Fig. 1: run 1, a small window of the routed layout
Region (65, 97) to (95, 127) um. Cells in grey, sequential cells in the stronger grey; small squares are vias.
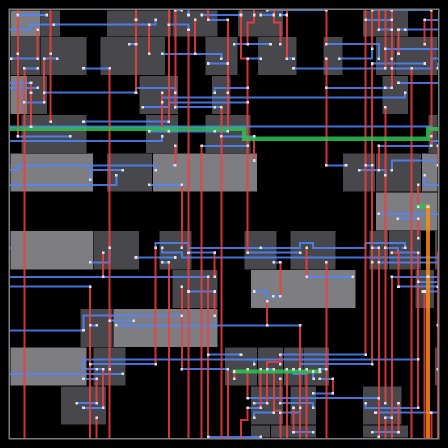
Fig. 2: run 1, signal wires by layer
Scale: 2 px per um. Only two layers are drawn.
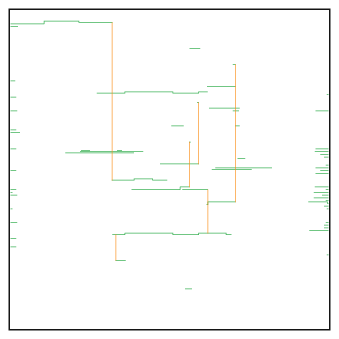
Fig. 3: run 1, routing congestion
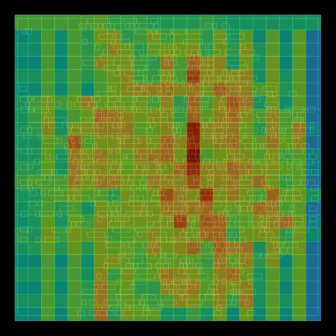
## config.mk

```make
export PLATFORM = sky130hd
export DESIGN_NAME = macro_id_monitor
export DESIGN_NICKNAME = d
export VERILOG_FILES = /design/src/rtl/macro_mon_pkg.sv /design/src/rtl/macro_id_monitor_side_check.sv /design/src/rtl/macro_id_monitor.sv
export SDC_FILE = /design/constraint.sdc
export NUM_CORES = 1
export LEC_CHECK = 0
export ABC_AREA = 0
export CORE_UTILIZATION = 30
export DETAILED_ROUTE_END_ITERATION = 12
export PLACE_DENSITY_LB_ADDON = 0.2
export REMOVE_ABC_BUFFERS = 1
export SYNTH_ARGS = -nofsm -noshare
export SYNTH_HDL_FRONTEND = slang
export SYNTH_SLANG_ARGS = --single-unit
```

## constraint.sdc

```tcl
create_clock -name clk -period 20.7 [get_ports clk]
set_input_delay 4.14 -clock clk [delete_from_list [all_inputs] [get_ports clk]]
set_output_delay 4.14 -clock clk [all_outputs]
set_load 0.01 [all_outputs]
```

## src/rtl/macro_mon_pkg.sv

```systemverilog
// ---------------------------------------------------------------------------
// macro_mon_pkg
//   Shared types and constants for the macro identity monitor.
//   - mon_state_e : reported monitor state (IDLE/ACQUIRE/LOCKED/FAULT)
//   - side_chk_t  : per-bus one-hot check result (valid, zero, index)
//   - ID_W        : width of a decoded macro index
//   - DEF_*_W     : default pad bus widths of the identity macro
// ---------------------------------------------------------------------------
package macro_mon_pkg;

  localparam int ID_W        = 4;
  localparam int DEF_EAST_W  = 14;
  localparam int DEF_WEST_W  = 14;
  localparam int DEF_NORTH_W = 10;

  typedef enum logic [1:0] {
    ST_IDLE    = 2'd0,
    ST_ACQUIRE = 2'd1,
    ST_LOCKED  = 2'd2,
    ST_FAULT   = 2'd3
  } mon_state_e;

  typedef struct packed {
    logic            valid;
    logic            zero;
    logic [ID_W-1:0] index;
  } side_chk_t;

endpackage

```

## src/rtl/macro_id_monitor_side_check.sv

```systemverilog
// ---------------------------------------------------------------------------
// onehot_side_check
//   Combinational check of one identity bus. A bus is valid when exactly one
//   bit is set and that bit addresses an existing macro (< NUM_MACROS).
//   Ports:
//     i_vec    in  W     synchronised bus sample
//     o_valid  out 1     exactly one legal bit set
//     o_zero   out 1     bus is all zero
//     o_index  out ID_W  position of the set bit (meaningful when o_valid)
// ---------------------------------------------------------------------------
module onehot_side_check
  import macro_mon_pkg::*;
#(
  parameter int W          = 14,
  parameter int NUM_MACROS = 9
) (
  input  logic [W-1:0]    i_vec,
  output logic            o_valid,
  output logic            o_zero,
  output logic [ID_W-1:0] o_index
);

  localparam int CW = $clog2(W + 1);
  // Bits that may legally carry the one-hot marker.
  localparam logic [W-1:0] LEGAL = W'((64'd1 << NUM_MACROS) - 64'd1);

  logic [CW-1:0]   w_cnt;
  logic [ID_W-1:0] w_idx;

  // Population count plus position of the highest set bit; the position is
  // only used when the count is exactly one, so "highest" is unambiguous.
  always_comb begin
    w_cnt = '0;
    w_idx = '0;
    for (int i = 0; i < W; i++) begin
      if (i_vec[i]) begin
        w_cnt = w_cnt + CW'(1);
        w_idx = ID_W'(i);
      end
    end
  end

  assign o_zero  = (i_vec == '0);
  assign o_valid = (w_cnt == CW'(1)) && ((i_vec & ~LEGAL) == '0);
  assign o_index = w_idx;

endmodule

```

## src/rtl/macro_id_monitor.sv

```systemverilog
// ---------------------------------------------------------------------------
// macro_id_monitor
//   Pad-side receiver for the per-tile identity macro. Synchronises the east,
//   west and north identity buses, waits for STABLE_CYCLES identical samples
//   and classifies the pattern once per stable run:
//     all zero                  -> IDLE
//     all one-hot, same index   -> LOCKED (id_o valid)
//     anything else             -> FAULT  (fault_side_o says which sides)
//   Any sample change drops back to ACQUIRE.
//   Ports:
//     clk, rst_n       clock, synchronous active-low reset
//     IO_east_i        EAST_W  asynchronous east pad inputs
//     IO_west_i        WEST_W  asynchronous west pad inputs
//     IO_north_i       NORTH_W asynchronous north pad inputs
//     clr_i            clears fault_sticky_o and lock_count_o
//     state_o          0=IDLE 1=ACQUIRE 2=LOCKED 3=FAULT
//     id_o             decoded macro index (valid with id_valid_o)
//     id_valid_o       high only in LOCKED
//     fault_side_o     {north,west,east} fault flags, latched at FAULT entry
//     fault_sticky_o   set on any FAULT entry until clr_i
//     lock_count_o     saturating count of LOCKED entries
//   NUM_MACROS must be <= min(NORTH_W,16); STABLE_CYCLES in 1..15.
// ---------------------------------------------------------------------------
module macro_id_monitor
  import macro_mon_pkg::*;
#(
  parameter int EAST_W        = DEF_EAST_W,
  parameter int WEST_W        = DEF_WEST_W,
  parameter int NORTH_W       = DEF_NORTH_W,
  parameter int NUM_MACROS    = 9,
  parameter int STABLE_CYCLES = 4
) (
  input  logic               clk,
  input  logic               rst_n,
  input  logic [EAST_W-1:0]  IO_east_i,
  input  logic [WEST_W-1:0]  IO_west_i,
  input  logic [NORTH_W-1:0] IO_north_i,
  input  logic               clr_i,
  output logic [1:0]         state_o,
  output logic [ID_W-1:0]    id_o,
  output logic               id_valid_o,
  output logic [2:0]         fault_side_o,
  output logic               fault_sticky_o,
  output logic [7:0]         lock_count_o
);

  localparam int         TOT_W  = EAST_W + WEST_W + NORTH_W;
  localparam logic [3:0] STABLE = 4'(STABLE_CYCLES);

  // Synchroniser and sample history; bus order is {north, west, east}.
  logic [TOT_W-1:0] r_sync1;
  logic [TOT_W-1:0] r_sync2;
  logic [TOT_W-1:0] r_prev;

  logic [3:0]      r_cnt;
  logic            r_done;      // current stable run already classified
  mon_state_e      r_state;
  logic [ID_W-1:0] r_id;
  logic            r_id_valid;
  logic [2:0]      r_fault_side;
  logic            r_sticky;
  logic [7:0]      r_lock_cnt;

  logic [EAST_W-1:0]  w_east;
  logic [WEST_W-1:0]  w_west;
  logic [NORTH_W-1:0] w_north;
  side_chk_t          w_e;
  side_chk_t          w_w;
  side_chk_t          w_n;

  logic       w_changed;
  logic [3:0] w_cnt_nxt;
  logic       w_classify;
  logic       w_all_zero;
  logic       w_all_valid;
  logic       w_agree;
  logic       w_lock;
  logic [2:0] w_fault_side;

  assign w_east  = r_sync2[EAST_W-1:0];
  assign w_west  = r_sync2[EAST_W +: WEST_W];
  assign w_north = r_sync2[EAST_W+WEST_W +: NORTH_W];

  onehot_side_check #(.W(EAST_W), .NUM_MACROS(NUM_MACROS)) u_chk_east (
    .i_vec   (w_east),
    .o_valid (w_e.valid),
    .o_zero  (w_e.zero),
    .o_index (w_e.index)
  );

  onehot_side_check #(.W(WEST_W), .NUM_MACROS(NUM_MACROS)) u_chk_west (
    .i_vec   (w_west),
    .o_valid (w_w.valid),
    .o_zero  (w_w.zero),
    .o_index (w_w.index)
  );

  onehot_side_check #(.W(NORTH_W), .NUM_MACROS(NUM_MACROS)) u_chk_north (
    .i_vec   (w_north),
    .o_valid (w_n.valid),
    .o_zero  (w_n.zero),
    .o_index (w_n.index)
  );

  assign w_changed = (r_sync2 != r_prev);

  always_comb begin
    w_cnt_nxt = r_cnt;
    if (w_changed)             w_cnt_nxt = 4'd1;
    else if (r_cnt != STABLE)  w_cnt_nxt = r_cnt + 4'd1;
  end

  // r_done makes classification one-shot per run; it also lets a run of
  // length one (STABLE_CYCLES=1) classify on the first repeat of a sample.
  assign w_classify = !w_changed && !r_done && (w_cnt_nxt == STABLE);

  assign w_all_zero  = w_e.zero  & w_w.zero  & w_n.zero;
  assign w_all_valid = w_e.valid & w_w.valid & w_n.valid;
  assign w_agree     = (w_e.index == w_n.index) && (w_w.index == w_n.index);
  assign w_lock      = w_all_valid && w_agree;

  // Malformed sides take priority; otherwise north is the reference index,
  // so a lone north mismatch flags both east and west.
  always_comb begin
    if (!w_all_valid)
      w_fault_side = {~w_n.valid, ~w_w.valid, ~w_e.valid};
    else
      w_fault_side = {1'b0, (w_w.index != w_n.index), (w_e.index != w_n.index)};
  end

  always_ff @(posedge clk) begin
    if (!rst_n) begin
      r_sync1      <= '0;
      r_sync2      <= '0;
      r_prev       <= '0;
      r_cnt        <= '0;
      r_done       <= 1'b0;
      r_state      <= ST_ACQUIRE;
      r_id         <= '0;
      r_id_valid   <= 1'b0;
      r_fault_side <= '0;
      r_sticky     <= 1'b0;
      r_lock_cnt   <= '0;
    end else begin
      r_sync1 <= {IO_north_i, IO_west_i, IO_east_i};
      r_sync2 <= r_sync1;
      r_prev  <= r_sync2;
      r_cnt   <= w_cnt_nxt;

      if (clr_i) begin
        r_sticky   <= 1'b0;
        r_lock_cnt <= '0;
      end

      if (w_changed) begin
        r_state    <= ST_ACQUIRE;
        r_id_valid <= 1'b0;
        r_done     <= 1'b0;
      end else if (w_classify) begin
        r_done <= 1'b1;
        if (w_all_zero) begin
          r_state <= ST_IDLE;
        end else if (w_lock) begin
          r_state      <= ST_LOCKED;
          r_id         <= w_n.index;
          r_id_valid   <= 1'b1;
          r_fault_side <= '0;
          // A coincident clear restarts the count at this entry.
          if (clr_i)                    r_lock_cnt <= 8'd1;
          else if (r_lock_cnt != 8'hFF) r_lock_cnt <= r_lock_cnt + 8'd1;
        end else begin
          r_state      <= ST_FAULT;
          r_fault_side <= w_fault_side;
          r_sticky     <= 1'b1;
        end
      end
    end
  end

  assign state_o        = r_state;
  assign id_o           = r_id;
  assign id_valid_o     = r_id_valid;
  assign fault_side_o   = r_fault_side;
  assign fault_sticky_o = r_sticky;
  assign lock_count_o   = r_lock_cnt;

endmodule

```

==> run notes, run 1 <==
flow finished, numbers: clock skew=between 0.009 and 0.01 ns, worst hold path type=reg -> reg, Comb power frac=0.172, post-DP HPWL=approximately 12 mm, Setup TNS=0 ns, # rows=about 57, Mux cell area share=0.0245, Via density=~4.5, chip height=160 um, Yosys top cell by area=dfxtp_1, dpl cells=1166, Top Ports=60, Final Hold Fails=0, Setup crit end=lock_count_o[6]$_SDFF_PN0_, yosys synthesis chip area=0.00745 sq mm, setup slack after placement=between 10 and 15 ns, Top-area cell share=0.371, CTS Buffer Depth=2, die area=0.0255 sq mm, Commonest cells post-synth=138 x dfxtp_1, 104 x and2_1, 63 x nor2_1, 62 x xnor2_1, 61 x nand2_1, Worst Tran Pin Value=between 0.8 and 0.9 ns, Mapped Area=approximately 0.0074 sq mm, initial detailed-routing violation count=285, VDD IR max=around 0.000034 V, Final Setup Violations=0, Congestion Overflow GR=0, Seq pwr share=0.406, worst-path fanout max=20, final wirelength=around 16 mm, Yosys warning total=0, Tcrit/Tclk final=0.426, worst stage delay on the critical path=0.63 ns, CP delay by family, top=adder cells, met1 GRT Util=0.179, Post-CTS Hold Buffers=0, yosys xor share=0.155, status=finished, final reports clean, Synth async-reset ratio=0
Back to the opening pictures, Fig. 1:
[blue] met1
[orange] met4
[green] met3
[red] met2
most frequent: dfxtp_1 (7), nor2_1 (6)
sequential cells in the window: 7
netlist names of flops here include: r_prev (7)
cells with their middle in the window: 49

Back to the opening pictures, Fig. 2:
[orange] met4 | wire length: 235 um
[green] met3 | wire length: 592 um

Back to the opening pictures, Fig. 3:
final core occ: 0.364
met2 usage: 0.209
Routed WL per cell: 13.4 um
busiest grt layer: met2

==> run 1: cells by family (layout without fill, tap and decap cells) <==
family	after synthesis	after routing
multiplexers	17	17
XOR/XNOR	106	106
AND/OR/NAND/NOR	346	346
AND-OR/OR-AND	98	98
adder cells (fa/ha/maj)	37	37
buffers and inverters	83	132
flip-flops	138	138
==> run 1: layer usage <==
metal	part of all wire	up-vias
met5	0	-
met4	0.015	0
met3	0.037	15
met2	0.43	87
met1	0.52	2484
li1	-	2858
==> run 1: final cells by class <==
class | instances | area, sq um | share of cell area
flip-flops and latches | 138 | 2760 | 0.312
clock inverters | 15 | 151 | 0.0171
well taps | 324 | 405 | 0.0458
inverters | 37 | 139 | 0.0157
repair buffers | 63 | 616 | 0.0696
clock buffers | 17 | 425 | 0.0481
multi-input cells | 604 | 4340 | 0.491
==> run 2, diff against run 1 <==
==> constraint.sdc (replaced) <==
create_clock -name clk -period 8 [get_ports clk]
set_input_delay 1.6 -clock clk [delete_from_list [all_inputs] [get_ports clk]]
set_output_delay 1.6 -clock clk [all_outputs]
set_load 0.01 [all_outputs]
Fig. 4: run 2, routing congestion
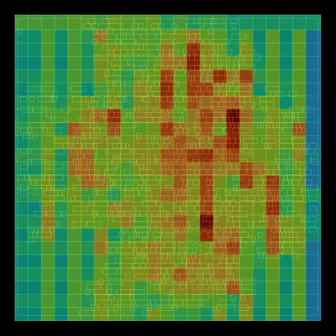
M3 GR Usage: 0.0302
final core occ: 0.401

Fig. 5: run 2, signal wires by layer
Scale: 2 px per um. Only two layers are drawn.
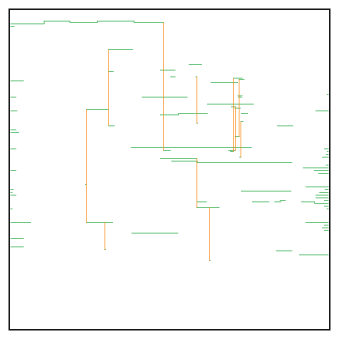
[green] met3 | wire length: 659 um
[orange] met4 | wire length: 351 um

==> run 2 against run 1 <==
Net effect: worst setup slack lost 12 ns; register-to-register slack lost 12 ns; flip-flop count is the same; critical path type unchanged; first-iteration DRC count is the same; largest power group unchanged.
==> run notes, run 2 <==
flow finished, numbers: Final Setup Violations=0 (unchanged), Setup TNS=0 ns (unchanged), die area=0.0255 sq mm (unchanged), met2 usage=0.237 (was 0.209), busiest grt layer=met2 (unchanged), Yosys warning total=0 (unchanged), Synth async-reset ratio=0 (unchanged), status=finished, final reports clean (unchanged), Congestion Overflow GR=0 (unchanged), top layer in use=met4 (unchanged), Final Hold Fails=0 (unchanged), worst hold path type=reg -> reg (unchanged), Worst Tran Pin Value=0.991 ns (was 0.844 ns), Yosys top cell by area=dfxtp_1 (unchanged), # rows=57 (unchanged), met1 GRT Util=0.181 (was 0.179), dpl cells=1206 (was 1166), CP delay by family, top=adder cells (unchanged), yosys synthesis chip area=0.00745 sq mm (unchanged), worst-path fanout max=6 (was 20), Mapped Area=0.00745 sq mm (unchanged), met3 WL=659 um (was 592 um), worst stage delay on the critical path=0.54 ns (was 0.63 ns), Seq pwr share=0.376 (was 0.406), DR WL met2=7.99 mm (was 6.89 mm), CTS Buffer Depth=2 (unchanged), Comb power frac=0.214 (was 0.172), final wirelength=17.5 mm (was 16.0 mm), clock skew=0.0127 ns (was 0.00955 ns), Top Ports=60 (unchanged), post-DP HPWL=12.0 mm (was 11.6 mm)
run 2: final cells by class:
class / instances / area [sq um]
Tap cell: 324 / 405
Timing Repair Buffer: 125 / 1090
Clock buffer: 17 / 425
Inverter: 37 / 144
Clock inverter: 15 / 171
Fill cell: 2395 / 14600
Sequential cell: 138 / 2770
Multi-Input combinational cell: 605 / 4740
run 2: cell families after synthesis:
logic type	synth area share
and+or+nand+nor	0.252
AOI/OAI and AO/OA	0.0892
adders and majority gates	0.0622
buffers and inverters	0.0457
muxes	0.0245
DFF	0.371
xor gates and xnor gates	0.155
run 2: timing repair:
action,4_1_cts,5_1_grt
endpoints found under the setup margin,13,16
cloned,1,0
hold buffers,0,0
gates resized,28,51
buffers inserted,19,5
pin swaps,12,27
No activity file was given, so power comes from the tool's default toggle rates.
